===== config.mk =====
export PLATFORM = sky130hd
export DESIGN_NAME = alu_share_arbiter_flat
export DESIGN_NICKNAME = d
export VERILOG_FILES = /design/src/rtl/alu_share_arbiter_if.sv /design/src/rtl/alu_share_arbiter.sv /design/src/flat_wrapper.sv
export SDC_FILE = /design/constraint.sdc
export NUM_CORES = 1
export LEC_CHECK = 0
export ABC_CLOCK_PERIOD_IN_PS = 4590
export CAP_MARGIN = 20
export CORE_MARGIN = 4
export CORE_UTILIZATION = 30
export DETAILED_ROUTE_END_ITERATION = 8
export GPL_TIMING_DRIVEN = 0
export PLACE_DENSITY_LB_ADDON = 0.12
export RECOVER_POWER = 100
export SYNTH_ARGS = -nofsm -noshare
export SYNTH_HDL_FRONTEND = slang
export SYNTH_SLANG_ARGS = --single-unit

===== constraint.sdc =====
create_clock -name clk_i -period 4.59 [get_ports clk_i]
set_clock_uncertainty 0.05 [all_clocks]
set_input_delay 0.918 -clock clk_i [delete_from_list [all_inputs] [get_ports clk_i]]
set_output_delay 0.918 -clock clk_i [all_outputs]
set_load 0.005 [all_outputs]

===== src/rtl/alu_share_arbiter_if.sv =====
// Request/ALU/response bundle between two requesters, the shared ALU and
// the response consumer. The slave side is the arbiter.
interface alu_share_arbiter_if #(
  parameter int DW = 32,
  parameter int CW = 4
);
  logic          req0_valid_i;
  logic          req0_ready_o;
  logic [DW-1:0] req0_src1_i;
  logic [DW-1:0] req0_src2_i;
  logic [CW-1:0] req0_ctrl_i;
  logic          req1_valid_i;
  logic          req1_ready_o;
  logic [DW-1:0] req1_src1_i;
  logic [DW-1:0] req1_src2_i;
  logic [CW-1:0] req1_ctrl_i;
  logic [DW-1:0] alu_src1_o;
  logic [DW-1:0] alu_src2_o;
  logic [CW-1:0] alu_ctrl_o;
  logic [DW-1:0] alu_result_i;
  logic          alu_zero_i;
  logic          rsp_valid_o;
  logic          rsp_ready_i;
  logic          rsp_id_o;
  logic [DW-1:0] rsp_result_o;
  logic          rsp_zero_o;
  logic          rsp_err_o;
  logic          busy_o;

  modport slave (
    input  req0_valid_i, req0_src1_i, req0_src2_i, req0_ctrl_i,
    input  req1_valid_i, req1_src1_i, req1_src2_i, req1_ctrl_i,
    input  alu_result_i, alu_zero_i, rsp_ready_i,
    output req0_ready_o, req1_ready_o,
    output alu_src1_o, alu_src2_o, alu_ctrl_o,
    output rsp_valid_o, rsp_id_o, rsp_result_o, rsp_zero_o, rsp_err_o, busy_o
  );

  modport master (
    output req0_valid_i, req0_src1_i, req0_src2_i, req0_ctrl_i,
    output req1_valid_i, req1_src1_i, req1_src2_i, req1_ctrl_i,
    output alu_result_i, alu_zero_i, rsp_ready_i,
    input  req0_ready_o, req1_ready_o,
    input  alu_src1_o, alu_src2_o, alu_ctrl_o,
    input  rsp_valid_o, rsp_id_o, rsp_result_o, rsp_zero_o, rsp_err_o, busy_o
  );
endinterface


===== src/rtl/alu_share_arbiter.sv =====
// Round-robin sharing of one ALU between two requesters. One operation in
// flight: IDLE grants, EXEC drives the ALU for a cycle, RESP holds the
// tagged result until the consumer takes it. Illegal control codes skip
// the ALU and answer straight away with an error response.
module alu_share_arbiter #(
  parameter int DW = 32,
  parameter int CW = 4
) (
  input  logic              clk_i,
  input  logic              rst_i,
  alu_share_arbiter_if.slave bus
);

  typedef enum logic [1:0] {IDLE, EXEC, RESP} state_t;

  state_t        state;
  logic          last_grant;
  logic          gnt_any;
  logic          gnt_id;
  logic          ctrl_legal;
  logic [DW-1:0] sel_src1;
  logic [DW-1:0] sel_src2;
  logic [CW-1:0] sel_ctrl;
  logic [DW-1:0] alu_src1;
  logic [DW-1:0] alu_src2;
  logic [CW-1:0] alu_ctrl;
  logic          rsp_valid;
  logic          rsp_id;
  logic [DW-1:0] rsp_result;
  logic          rsp_zero;
  logic          rsp_err;

  // On a tie the requester that did not win last time goes first.
  assign gnt_any  = bus.req0_valid_i | bus.req1_valid_i;
  assign gnt_id   = (bus.req0_valid_i & bus.req1_valid_i) ? ~last_grant : bus.req1_valid_i;
  assign sel_src1 = gnt_id ? bus.req1_src1_i : bus.req0_src1_i;
  assign sel_src2 = gnt_id ? bus.req1_src2_i : bus.req0_src2_i;
  assign sel_ctrl = gnt_id ? bus.req1_ctrl_i : bus.req0_ctrl_i;
  assign ctrl_legal = (sel_ctrl != CW'(5)) && (sel_ctrl < CW'(12));

  // Readies are only ever high in IDLE; gated by reset so every output is
  // low while reset is held.
  assign bus.req0_ready_o = !rst_i && (state == IDLE) && gnt_any && !gnt_id;
  assign bus.req1_ready_o = !rst_i && (state == IDLE) && gnt_any &&  gnt_id;
  assign bus.busy_o       = (state != IDLE);

  assign bus.alu_src1_o   = alu_src1;
  assign bus.alu_src2_o   = alu_src2;
  assign bus.alu_ctrl_o   = alu_ctrl;
  assign bus.rsp_valid_o  = rsp_valid;
  assign bus.rsp_id_o     = rsp_id;
  assign bus.rsp_result_o = rsp_result;
  assign bus.rsp_zero_o   = rsp_zero;
  assign bus.rsp_err_o    = rsp_err;

  // Grant / execute / respond sequencing with registered outputs. The ALU
  // operand registers only load for legal ops, so an illegal op leaves the
  // ALU inputs untouched.
  always_ff @(posedge clk_i or posedge rst_i) begin
    if (rst_i) begin
      state      <= IDLE;
      last_grant <= 1'b1;
      alu_src1   <= '0;
      alu_src2   <= '0;
      alu_ctrl   <= '0;
      rsp_valid  <= 1'b0;
      rsp_id     <= 1'b0;
      rsp_result <= '0;
      rsp_zero   <= 1'b0;
      rsp_err    <= 1'b0;
    end else begin
      case (state)
        IDLE: begin
          if (gnt_any) begin
            last_grant <= gnt_id;
            rsp_id     <= gnt_id;
            if (ctrl_legal) begin
              alu_src1 <= sel_src1;
              alu_src2 <= sel_src2;
              alu_ctrl <= sel_ctrl;
              state    <= EXEC;
            end else begin
              rsp_result <= '0;
              rsp_zero   <= 1'b1;
              rsp_err    <= 1'b1;
              rsp_valid  <= 1'b1;
              state      <= RESP;
            end
          end
        end
        EXEC: begin
          rsp_result <= bus.alu_result_i;
          rsp_zero   <= bus.alu_zero_i;
          rsp_err    <= 1'b0;
          rsp_valid  <= 1'b1;
          state      <= RESP;
        end
        RESP: begin
          if (bus.rsp_ready_i) begin
            rsp_valid <= 1'b0;
            state     <= IDLE;
          end
        end
        default: state <= IDLE;
      endcase
    end
  end

endmodule

===== src/flat_wrapper.sv =====
// flat-port wrapper written by rule: the top's interface ports become plain ports
module alu_share_arbiter_flat 
#(
  parameter int DW = 32,
  parameter int CW = 4
)
  (clk_i, rst_i, bus_req0_valid_i, bus_req0_src1_i, bus_req0_src2_i, bus_req0_ctrl_i, bus_req1_valid_i, bus_req1_src1_i, bus_req1_src2_i, bus_req1_ctrl_i, bus_alu_result_i, bus_alu_zero_i, bus_rsp_ready_i, bus_req0_ready_o, bus_req1_ready_o, bus_alu_src1_o, bus_alu_src2_o, bus_alu_ctrl_o, bus_rsp_valid_o, bus_rsp_id_o, bus_rsp_result_o, bus_rsp_zero_o, bus_rsp_err_o, bus_busy_o);
  alu_share_arbiter_if #(.DW(DW), .CW(CW)) bus_i ();
  input  logic clk_i;
  input  logic rst_i;
  input wire logic [$bits(bus_i.req0_valid_i)-1:0] bus_req0_valid_i;
  input wire logic [$bits(bus_i.req0_src1_i)-1:0] bus_req0_src1_i;
  input wire logic [$bits(bus_i.req0_src2_i)-1:0] bus_req0_src2_i;
  input wire logic [$bits(bus_i.req0_ctrl_i)-1:0] bus_req0_ctrl_i;
  input wire logic [$bits(bus_i.req1_valid_i)-1:0] bus_req1_valid_i;
  input wire logic [$bits(bus_i.req1_src1_i)-1:0] bus_req1_src1_i;
  input wire logic [$bits(bus_i.req1_src2_i)-1:0] bus_req1_src2_i;
  input wire logic [$bits(bus_i.req1_ctrl_i)-1:0] bus_req1_ctrl_i;
  input wire logic [$bits(bus_i.alu_result_i)-1:0] bus_alu_result_i;
  input wire logic [$bits(bus_i.alu_zero_i)-1:0] bus_alu_zero_i;
  input wire logic [$bits(bus_i.rsp_ready_i)-1:0] bus_rsp_ready_i;
  output wire logic [$bits(bus_i.req0_ready_o)-1:0] bus_req0_ready_o;
  output wire logic [$bits(bus_i.req1_ready_o)-1:0] bus_req1_ready_o;
  output wire logic [$bits(bus_i.alu_src1_o)-1:0] bus_alu_src1_o;
  output wire logic [$bits(bus_i.alu_src2_o)-1:0] bus_alu_src2_o;
  output wire logic [$bits(bus_i.alu_ctrl_o)-1:0] bus_alu_ctrl_o;
  output wire logic [$bits(bus_i.rsp_valid_o)-1:0] bus_rsp_valid_o;
  output wire logic [$bits(bus_i.rsp_id_o)-1:0] bus_rsp_id_o;
  output wire logic [$bits(bus_i.rsp_result_o)-1:0] bus_rsp_result_o;
  output wire logic [$bits(bus_i.rsp_zero_o)-1:0] bus_rsp_zero_o;
  output wire logic [$bits(bus_i.rsp_err_o)-1:0] bus_rsp_err_o;
  output wire logic [$bits(bus_i.busy_o)-1:0] bus_busy_o;
  assign bus_i.req0_valid_i = bus_req0_valid_i;
  assign bus_i.req0_src1_i = bus_req0_src1_i;
  assign bus_i.req0_src2_i = bus_req0_src2_i;
  assign bus_i.req0_ctrl_i = bus_req0_ctrl_i;
  assign bus_i.req1_valid_i = bus_req1_valid_i;
  assign bus_i.req1_src1_i = bus_req1_src1_i;
  assign bus_i.req1_src2_i = bus_req1_src2_i;
  assign bus_i.req1_ctrl_i = bus_req1_ctrl_i;
  assign bus_i.alu_result_i = bus_alu_result_i;
  assign bus_i.alu_zero_i = bus_alu_zero_i;
  assign bus_i.rsp_ready_i = bus_rsp_ready_i;
  assign bus_req0_ready_o = bus_i.req0_ready_o;
  assign bus_req1_ready_o = bus_i.req1_ready_o;
  assign bus_alu_src1_o = bus_i.alu_src1_o;
  assign bus_alu_src2_o = bus_i.alu_src2_o;
  assign bus_alu_ctrl_o = bus_i.alu_ctrl_o;
  assign bus_rsp_valid_o = bus_i.rsp_valid_o;
  assign bus_rsp_id_o = bus_i.rsp_id_o;
  assign bus_rsp_result_o = bus_i.rsp_result_o;
  assign bus_rsp_zero_o = bus_i.rsp_zero_o;
  assign bus_rsp_err_o = bus_i.rsp_err_o;
  assign bus_busy_o = bus_i.busy_o;
  alu_share_arbiter #(.DW(DW), .CW(CW)) u_core (.clk_i(clk_i), .rst_i(rst_i), .bus(bus_i));
endmodule

==> run_1/logic_types.png <==
Scale: 3 px per um.
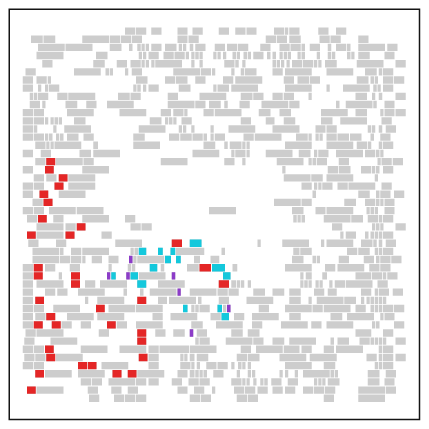
[cyan] inverting AOI/OAI gates | cells: 15
[purple] inverters | cells: 7
[red] AND-OR and OR-AND gates | cells: 35
logic share of the area: 24.50%
highest-count logic cell in the final layout: sky130_fd_sc_hd__nand2_1
final cell count without fillers: 992

==> run_1/layer_met3.png <==
Scale: 3 px per um.
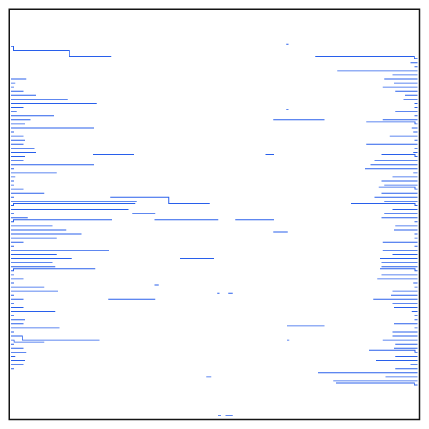
share of all routed wire: 10%
longest straight run: 41.6 um
total length of routed wires: 16040 um
Global Route met3 Usage: 7.291%
via count: 4436

==> flow_results.org, run 1 <==
* Flow results

** Critical path
- In this run the register-to-register setup slack is 1590 ps.
- CP Max Fanout :: 10
- Among cell families on the critical path, the largest total delay comes from buffers and inverters.
- Max incr delay on CP :: 620 ps
- Crit. path cell count :: 5
- The worst setup path is launched from an input port.
- Endpoint of the worst-slack reg-to-reg timing path :: u_core.bus.alu_src1_o[9]$_DFFE_PP0P_
- Launching point of the worst reg2reg path :: u_core.last_grant$_DFFE_PP1P_
- The data required time reported for the critical path is 3620 ps.
- Crit path arrival time :: 3160 ps
- Looking at the critical path, the single cell with the biggest stage delay is sky130_fd_sc_hd__dlygate4sd3_1.

** Pwr
- The script extracted a total leakage power of 0.003871 uW.
- Power per Cell Area :: 531.4 nW/um^2
- Pint :: 2987 uW
- Per report_power, the top consumer among the power groups is combinational cells.
- Part of the total power dissipated in the clock network :: 17.5%
- Comb. pwr :: 2010 uW
- Clock net power :: 765 uW
- Sequential fraction of design power :: 36.7%
- Total sequential power :: 1610 uW
- The power report puts the net switching power at 1393 uW.

** Synth
- Logic family by area :: simple AND/OR/NAND/NOR gates
- Counting instances in the post-synthesis netlist gives the leading cell types as sky130_fd_sc_hd__nand2_1 (207), sky130_fd_sc_hd__dfrtp_1 (106), sky130_fd_sc_hd__mux2_2 (48).
- Leading area contributor after synthesis :: sky130_fd_sc_hd__dfrtp_1
- Area fraction in mux cells :: 16.74%
- Count of flip-flops with a built-in enable after synthesis :: 0
- Most frequently used flop master after synthesis :: sky130_fd_sc_hd__dfrtp_1
- The main area contributors are sky130_fd_sc_hd__dfrtp_1 (54%), sky130_fd_sc_hd__nand2_1 (16%), sky130_fd_sc_hd__mux2_2 (11%).
- Adder Share, Synth :: 0%
- Area leader share :: 53.78%
- Mapped Avg Cell Area :: 10.32 um^2
- Number of nets produced by synthesis :: 652
- Total cells reported by yosys after synthesis :: 478

** Final timing
- Max-slew headroom at the worst pin :: -67.03%
- Count of final setup violators :: 0
- The most critical hold endpoint after final layout shows a slack of 435.6 ps.
- Achievable Freq :: 0.2424 GHz
- Count of pins over their slew limit :: 65
- Post-layout min period :: 4125 ps
- Setup repair after global routing missed its margin :: false

** Placement
- Cell area after placement :: 8035 um^2
- STA on the placed design reports a worst setup slack of 601.0 ps.
- Cell count after placement :: 975
- Buffers added on ports :: 280
- After its last routability iteration, the placer logged a weighted congestion of 0.7472.

** Floorplan
- Width of the die :: 136.2 um
- For reference, the placement row count at floorplan is 46.
- Num ports :: 281
- Once the floorplan was initialized, standard cells occupied 30.83% of the core.
- Area of the chip :: 18560 um^2
- Tap Cells :: 216
- The vertical die dimension reported for this design is 136.2 um.

** CTS
- CTS saw 107 sinks.
- TritonCTS built the clock tree.
- Number of gates resized after CTS :: 0

** Finish
- Total area of multi-input combinational cells :: 2019 um^2
- After layout the clock buffers and inverters come to 3.522% of cell area.
- The final layout report lists a clock buffer count of 9.
- The class occupying the most area after layout is reported as non-clock buffers.
- Count of fill cells added during filler insertion :: 1493
- #MultiIn Comb :: 335
- Of the total standard cell area in the layout, the sequential portion is 32.50%.

** Run
- The tool warning count for the run is 26.
- Count of max-cap constraint violations :: 1

** Detailed routing
- TritonRoute reported its final design rule violation total as 0.
- After detailed routing, the number of vias per cell comes to 4.472.
- Met2 routed wirelength :: 7893 um
- Count of nets left with antenna violations after detail routing :: 0
- Per the detail_route log, met3 wirelength is 1667 um.
- Routed length per placed instance :: 16.17 um

** GRT
- Busiest layer in global routing :: met2
- Entering global routing, the biggest net connects 66 pins.
- Overall routing resource usage recorded by global route was 17.18%.

** Hold path
- The path with the worst hold slack has its endpoint at u_core.bus.rsp_err_o$_DFFE_PP0P_.

** Outcome
- Violations in the final reports :: max-capacitance violations, max-slew violations
- The flow ran to the end, but the final reports show violations.
==> run_1/sizes.png <==
Scale: 3 px per um.
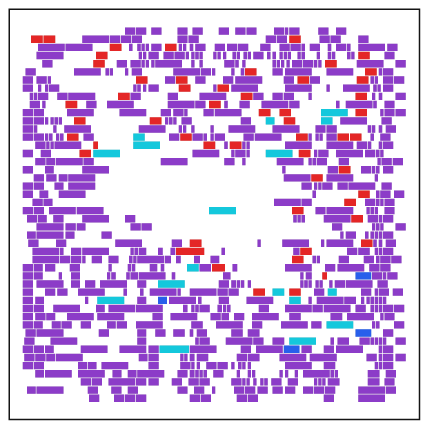
[purple] _0 and _1 cells | cells: 701 | share: 90%
[cyan] _6 and larger | cells: 17 | share: 2.2%
[blue] _3 and _4 cells | cells: 4 | share: 0.52%
[red] _2 cells | cells: 53 | share: 6.8%
area delta synth->final: 67.12%
count of non-CTS buffers in the layout: 310

==> run_1/congestion.png <==
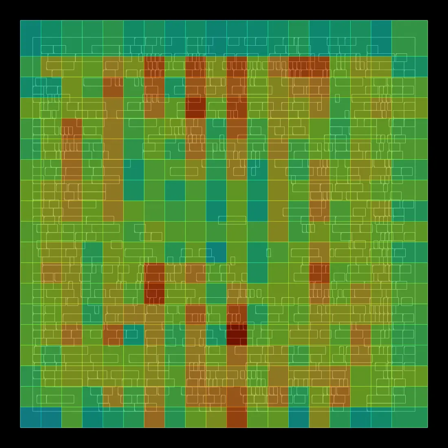

==> inputs of run 2 (changes only) <==
- CORE_UTILIZATION: 30 -> 39
- CTS_CLUSTER_DIAMETER: unset -> 50
==> run_2/congestion.png <==
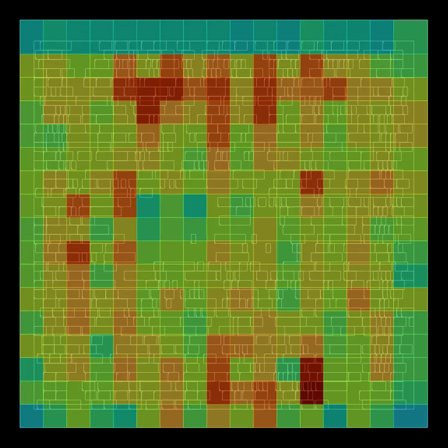
GRT met2 Usage: 38.39%
met1 routing resource usage after global routing: 24.45%
routed length per placed instance: 16.93 um
gr usage total: 21.92%

==> flow_results.org, run 2 <==
* Flow results

** Outcome
- Status :: finished with violations
- Violations in the final reports :: max-capacitance violations, max-slew violations

** Synth
- Most frequently used flop master after synthesis :: sky130_fd_sc_hd__dfrtp_1
- The commonest cells after synthesis are sky130_fd_sc_hd__nand2_1 (207), sky130_fd_sc_hd__dfrtp_1 (106), sky130_fd_sc_hd__mux2_2 (48).
- Top area cell types :: sky130_fd_sc_hd__dfrtp_1 (54%), sky130_fd_sc_hd__nand2_1 (16%), sky130_fd_sc_hd__mux2_2 (11%)
- Of the post-synthesis cell area, the dominant cell type holds 53.78%.
- For reference, the mux area share after synthesis is 16.74%.
- Adder Share, Synth :: 0%
- Number of nets produced by synthesis :: 652
- Yosys mapped a number of flops with a built-in enable equal to 0.
- After synthesis, the design contains 478 cells according to Yosys.
- The synthesized design spends more area on one cell type than any other, namely sky130_fd_sc_hd__dfrtp_1.
- Mapped Avg Cell Area :: 10.32 um^2

** Pwr
- Group drawing the most power :: combinational cells
- Pint :: 3040 uW
- The analysis attributes to cell leakage a power of 0.003848 uW.
- Sequential fraction of design power :: 36.6%
- In this run the power density over the cells is 539.8 nW/um^2.
- Net Sw Power :: 1369 uW
- Combinational cells consume a total of 2000 uW.
- Clock net power :: 794 uW

** Final timing
- Headroom to the max-slew limit came out at -50.42%.
- The tightest hold path in the finished design has a slack of 428.1 ps.
- Post-layout min period :: 4202 ps
- Setup repair after global routing missed its margin :: false
- Endpoints with negative setup slack in the final report add up to 0.
- Count of pins over their slew limit :: 50
- Based on the critical path, the design can be clocked at up to 0.2380 GHz.

** Run
- In this run the maximum-capacitance check reported violations numbering 1.

** Floorplan
- Num ports :: 281
- Init Core Util :: 40.39%
- The flow inserted 168 tap cells.

** Critical path
- CP Max Fanout :: 10
- Startpoint type of the worst setup path :: input port
- Required time of the critical path :: 3620 ps
- Looking at the reg2reg group, the worst path starts from u_core.last_grant$_DFFE_PP1P_.
- Dominant delay contributor by cell family on the critical path :: buffers and inverters
- The slowest stage of the critical path is the sky130_fd_sc_hd__dlygate4sd3_1 cell.
- R2r setup slk :: 1310 ps
- Crit path arrival time :: 3230 ps
- The critical path crosses 6 cells after its start point.
- Max incr delay on CP :: 590 ps

** Finish
- Clock-cell share of area :: 3.738%
- Counting the clock-network buffers in the layout gives 12.
- Fill cells in the final layout number 1024.
- The flow measured a signed area growth from synthesis to layout of 65.60%.
- The layout report lists the multi-input gate area as 2007 um^2.
- Highest-count logic cell in the final layout :: sky130_fd_sc_hd__nand2_1
- Proportion of cell area occupied by registers :: 32.80%

** Placement
- Worst setup slack before clock tree synthesis :: 642.8 ps
- Gp weighted congestion :: 0.7802
- Cell count after placement :: 927
- Detailed placement reports a standard cell area of 7975 um^2.

** CTS
- CTS sink cnt :: 107
- Number of gates resized after CTS :: 0
- TritonCTS clock tree :: done

** Hold path
- Hold Path Sink :: u_core.bus.rsp_err_o$_DFFE_PP0P_

** Detailed routing
- Met2 routed wirelength :: 8017 um
- The routed layout has 4532 vias.
- In this run the remaining antenna-violating nets after routing total 0.
- Per the detail_route report, DRC violations left total 0.

** GRT
- Pin count of the biggest net entering global routing :: 59
- Busiest layer in global routing :: met2
- The global routing report lists met3 layer usage as 7.905%.
==> run_2/logic_types.png <==
Scale: 3 px per um.
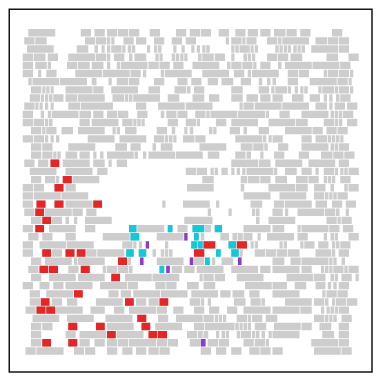
[red] AND-OR and OR-AND gates | cells: 35
[purple] inverters | cells: 7
[cyan] inverting AOI/OAI gates | cells: 15
final cell count without fillers: 943
logic share of the area: 24.57%

==> inputs of run 3 (changes only) <==
- CAP_MARGIN: 20 -> 10
==> run_3/layer_met3.png <==
Scale: 4 px per um.
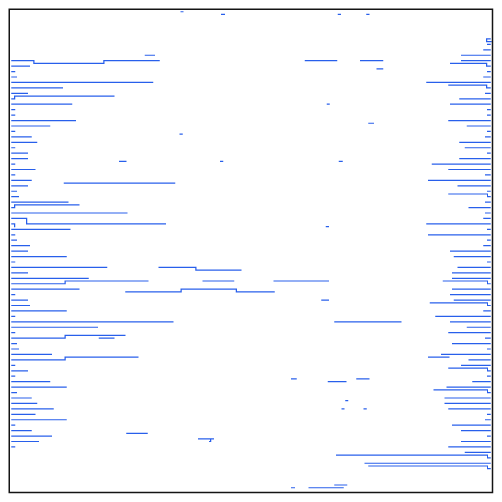
nets with wire on the layer: 169
longest straight run: 40.2 um
share of all routed wire: 9.4%
main direction: horizontal
total length of routed wires: 15970 um
Global Route met3 Usage: 7.905%
via count: 4532

==> run_3/logic_types.png <==
Scale: 3 px per um.
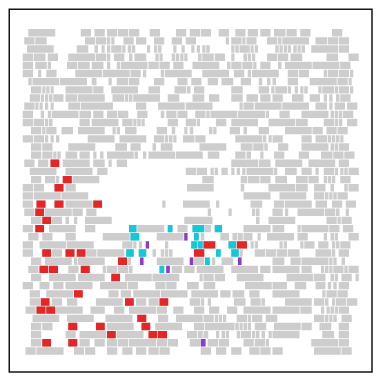
[purple] inverters | cells: 7
[red] AND-OR and OR-AND gates | cells: 35
[cyan] inverting AOI/OAI gates | cells: 15

==> flow_results.org, run 3 <==
* Flow results

** Hold path
- The path with the worst hold slack has its endpoint at u_core.bus.rsp_err_o$_DFFE_PP0P_.

** Synth
- In this run, the synthesized area fraction spent on adder and majority cells is recorded as 0%.
- Logic family by area :: simple AND/OR/NAND/NOR gates
- Most frequently used flop master after synthesis :: sky130_fd_sc_hd__dfrtp_1
- Top post-synthesis cells by count :: sky130_fd_sc_hd__nand2_1 (207), sky130_fd_sc_hd__dfrtp_1 (106), sky130_fd_sc_hd__mux2_2 (48)

** Run
- Max-cap violations in this run came to 1.
- Number of warnings in the stage logs :: 26

** Critical path
- CP max-delay cell :: sky130_fd_sc_hd__dlygate4sd3_1
- The data arrival time reported for the critical path is 3230 ps.
- Dominant delay contributor by cell family on the critical path :: buffers and inverters
- The worst setup path is launched from an input port.
- Endpoint of the worst-slack reg-to-reg timing path :: u_core.bus.alu_src1_o[17]$_DFFE_PP0P_
- On the worst path, the slowest cell contributes a delay of 590 ps.

** Pwr
- Pint :: 3040 uW
- Total sequential power :: 1610 uW
- Group drawing the most power :: combinational cells

** Placement
- Before CTS, the worst setup slack after placement is 642.8 ps.
- Per the placement log, port buffering inserted 280 buffers.

** Final timing
- Count of final setup violators :: 0
- Hold Worst Slack :: 428.1 ps
- Max-slew check failures listed in the final report amount to 50.
- Static timing analysis puts the maximum clock frequency at 0.2380 GHz.
- Setup repair after global routing missed its margin :: false

** CTS
- TritonCTS clock tree :: done

** Finish
- Per the layout area report, the sequential fraction of cell area is 32.80%.
- #MultiIn Comb :: 335
- Among all cell classes, the greatest summed area belongs to non-clock buffers.
- Count of non-CTS buffers in the layout :: 310
- Clock-cell share of area :: 3.738%

** Floorplan
- Init Core Util :: 40.39%
- From bottom edge to top edge, the die measures 120.5 um.
- From left edge to right edge, the die measures 120.5 um.

** Outcome
- The final reports fail on max-capacitance violations, max-slew violations.
- The flow ran to the end, but the final reports show violations.

** GRT
- Met1 routing resource usage after global routing :: 24.45%
Power is estimated from default activity; no workload was simulated.
